==> run_1/pdn.png <==
Bar = 50 um. Pins as bars on the die edge. Tap cells in grey.
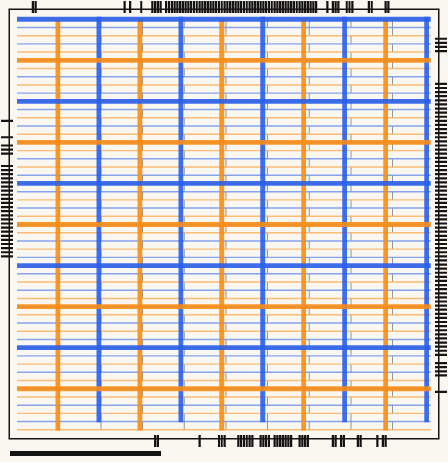
==> run_1/zoom.png <==
Region (94, 23) to (119, 48) um. Cells in grey, sequential cells in the stronger grey; small squares are vias.
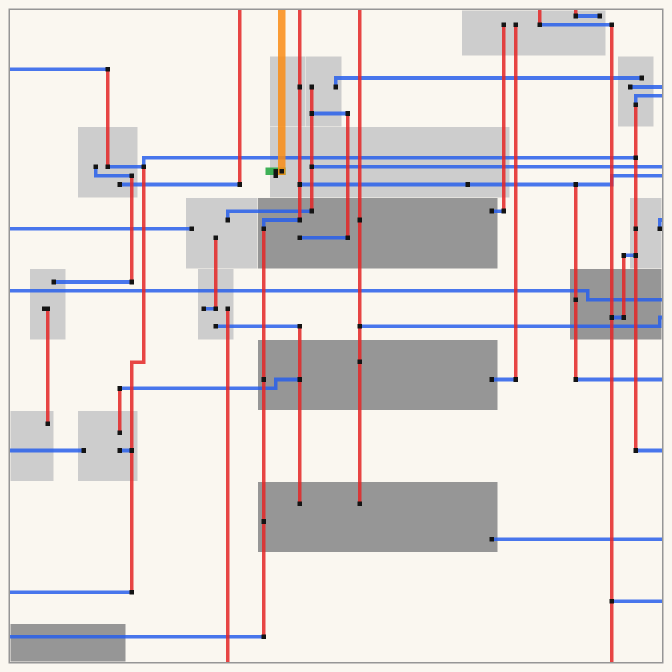
==> run_1/met4.png <==
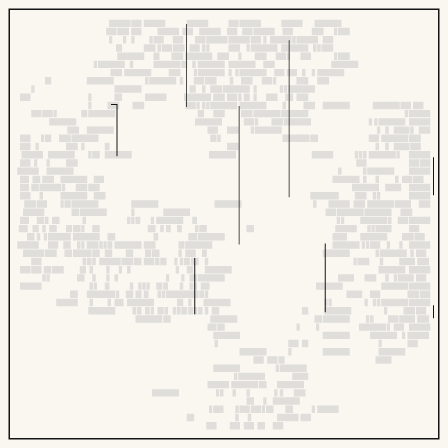
==> config.mk <==
export PLATFORM = sky130hd
export DESIGN_NAME = memory_stage
export DESIGN_NICKNAME = d
export VERILOG_FILES = /design/src/rtl/mem_stage_pkg.sv /design/src/rtl/memory_stage_writeback_reg.sv /design/src/rtl/memory_stage.sv
export SDC_FILE = /design/constraint.sdc
export NUM_CORES = 1
export LEC_CHECK = 0
export ABC_AREA = 1
export CAP_MARGIN = 30
export CELL_PAD_IN_SITES_DETAIL_PLACEMENT = 0
export CELL_PAD_IN_SITES_GLOBAL_PLACEMENT = 2
export CORE_MARGIN = 2
export CORE_UTILIZATION = 22
export CTS_CLUSTER_SIZE = 16
export DETAILED_ROUTE_END_ITERATION = 12
export PLACE_DENSITY = 0.88
export SLEW_MARGIN = 20
export SYNTH_ARGS = -nofsm -noshare
export SYNTH_HDL_FRONTEND = slang
export SYNTH_SLANG_ARGS = --single-unit
==> constraint.sdc <==
create_clock -name clk_i -period 1.7 [get_ports clk_i]
set_input_delay 0.34 -clock clk_i [delete_from_list [all_inputs] [get_ports clk_i]]
set_output_delay 0.34 -clock clk_i [all_outputs]
set_load 0.05 [all_outputs]
==> impl_metrics.tcl <==
# collected from the flow reports
set metrics [dict create \
    grt_pass1_vias 3094 \
    grt_pass1_wl_mm 16.0 \
    async_reset_ff_frac 1.00 \
    r2r_slack_ps 200 \
    hold_path.class "input port to async pin" \
    critPathArrivalTime_ps 1460 \
    stdcell_area_mm2 0.00638 \
    place_congestion 0.703 \
    mi_logic_area_mm2 0.00122 \
    seq_area_mm2 0.00208 \
    fill_cells 1873 \
    top_layer_used "met4" \
    ios 215 \
    yosysCellCount 439 \
    fin_setup_tns_ps -2240 \
    cp_slowest_cell "dfrtp_2" \
    flop_cell "dfrtp_1" \
    area_leaders "dfrtp_1, buf_4, mux2_2" \
    crit_cells 3 \
    grt.busiest_layer "met2" \
    outcome "finished, violations left" \
    cts_setup_buffers 3 \
    clock_latency_ps 340 \
    cpPeakStageDelay_ps 410 \
    top_area_frac 0.497 \
    drv_cap 0 \
    m1WireLength_mm 4.26 \
    holdWs_ps 65.3 \
    ys.flops 83 \
    vdd_ir_drop_max_uv 442 \
    top_cells_by_count "inv_1, dfrtp_1, buf_4" \
    netlist_area_mm2 0.00418 \
    max_freq_mhz 556 \
    dr_wl_met2_mm 5.15 \
    drtIter0Drc 95 \
    use_met1 0.128 \
    num_rows 50 \
    cp_cell_sequence "buf_12, mux2_2, buf_6" \
    final_core_util 0.342 \
    drc 0 \
    fin_crit_ps 1800 \
    fin_skew_ps 8.33 \
    chipArea_mm2 0.0201 \
    power_mw 5.01 \
    use_met2 0.170 \
    drtAntennaViolNets 0 \
    finalHoldViolations 0 \
    num-nets-final 655 \
    leakagePower_nw 3.22 \
    place_area_mm2 0.00581 \
    wl_per_cell_um 13.1 \
    fp_util 0.224 \
    hold_buffers 1 \
    route.met3.wl_um 638 \
    fin_crit_sh 1.06 \
    p_per_area_mw_per_mm2 785 \
    relSlewSlack 0.730 \
    synth.most_common_cell "inv_1" \
    setup_ws_ps -99.3 \
    setup_violations 33 \
    numClockSinks 83 \
    ys_seq_share 0.497 \
    yosys_warnings 0 \
    rsz0062_at_grt "true" \
    yosysTopAreaCell "dfrtp_1" \
    drv_slew 0 \
    avgViaCountPerCell 3.81 \
    first_pass_iters 4 \
    path_buffers 2 \
    cts_max_level 3 \
    tightest_slew_ps 406 \
    syn_to_final_growth_pct 52.8 \
    final_cell_count_no_fill 785 \
    dp.cells 763 \
    portBuffers 150 \
    syn_nets 547 \
    synth_cell_type_count 26 \
    clk_pin_slew_worst_paths_ps 60 \
    worstPathMaxFanout 19 \
    grt_max_degree 75 \
    cp-end-kind "output pin" \
    required_ps 1360 \
    clockBufferDepth 2 \
    cp-start-kind "flip-flop" \
    place_ws_ps -216 \
    edf_count 0 \
    synth_cells 439 \
    largest_reg_flops 65 \
    tool_warnings 28 \
    cts-resized-gates 33 \
    grtUsageTotal 0.105 \
    grtUsageMet3 0.0337 \
    worstSetupPathType "flip-flop to output pin" \
    cts_buffers 9 \
    avgSynthCellArea_um2 9.51 \
    drive_gt1_frac 0.345 \
    grt_overflow_total 0 \
    antenna_cells 0 \
    antenna_found_initial 0 \
    yosys_area_mm2 0.00418 \
    reg2reg_depth 7 \
    violations "setup timing" \
    root_buffer "clkbuf_16" \
    crit_family "flip-flops" \
    dp_hpwl_mm 7.45 \
    cts_tree "yes" \
]
Back to the opening pictures, pdn.png:
legend:
  blue:
    net: VDD
  orange:
    net: VSS
signal pins: 215
tap cells: 234
met4 straps: 10
Core Region: 0.0186 mm^2
Die X: 142 um

Back to the opening pictures, zoom.png:
legend:
  orange:
    layer: met4
  green:
    layer: met3
  blue:
    layer: met1
  red:
    layer: met2
sequential cells in the window: 3
most frequent: nor2_1 (3), dfrtp_1 (3)
cells with their middle in the window: 14

Back to the opening pictures, met4.png:
nets with wire on the layer: 5
share of all routed wire: 2.0%
longest straight run: 51.7 um
main direction: vertical
wire length on this layer: 200 um
drt total wl: 10.3 mm
total number of vias: 2993

-- run 1: layout make-up --
class / instances / share of cell area
Inverter: 87 / 0.0520
Sequential cell: 83 / 0.326
Clock buffer: 11 / 0.0380
Clock inverter: 4 / 0.00804
Tap cell: 234 / 0.0459
Timing Repair Buffer: 181 / 0.339
Multi-Input combinational cell: 185 / 0.191
-- run 1: report_power, final --
| group | internal, mW | switching, mW |
|---|---|---|
| logic | 0.482 | 0.537 |
| clock network | 1.17 | 0.784 |
| registers | 2.02 | 0.0144 |
| total | 3.67 | 1.34 |
-- run 1: worst register-to-register path, stage by stage, from the launching register on --
cell and delay (ps):
dfrtp_1 420, ha_4 180, nand3_2 80, nor2_2 50, nor2_4 170, buf_4 190, buf_4 220, nor2_1 80
-- run 1: kinds of logic (layout without fill, tap and decap cells) --
kind of cell               after synthesis  count (layout)  share of synthesized area
DFF                                     83              83                      0.497
and+or+nand+nor                        146             146                      0.173
muxes                                   32              32                     0.0863
xor gates and xnor gates                 2               2                    0.00419
buffers and inverters                  171             283                      0.230
AOI/OAI and AO/OA                        4               4                    0.00599
adders and majority gates                1               1                    0.00300
-- run 1: layout by cell type (no fill, tap or decap), types with 2 or more instances in the layout --
master,netlist,layout
dfrtp_2,0,2
inv_2,2,2
inv_1,85,84
nand4_1,7,7
buf_6,7,33
buf_4,70,34
nor2_2,18,19
buf_12,0,40
clkinv_4,0,2
nand2_1,27,27
mux2_2,31,20
nand3_1,16,15
clkbuf_16,0,9
nor2_1,66,64
nand3_2,2,3
dfrtp_1,83,81
dlygate4sd2_1,0,4
mux2_4,0,12
o21ai_0,2,2
clkdlybuf4s50_1,0,69
xor2_1,2,2
nand3b_1,2,2
nor2_4,3,4
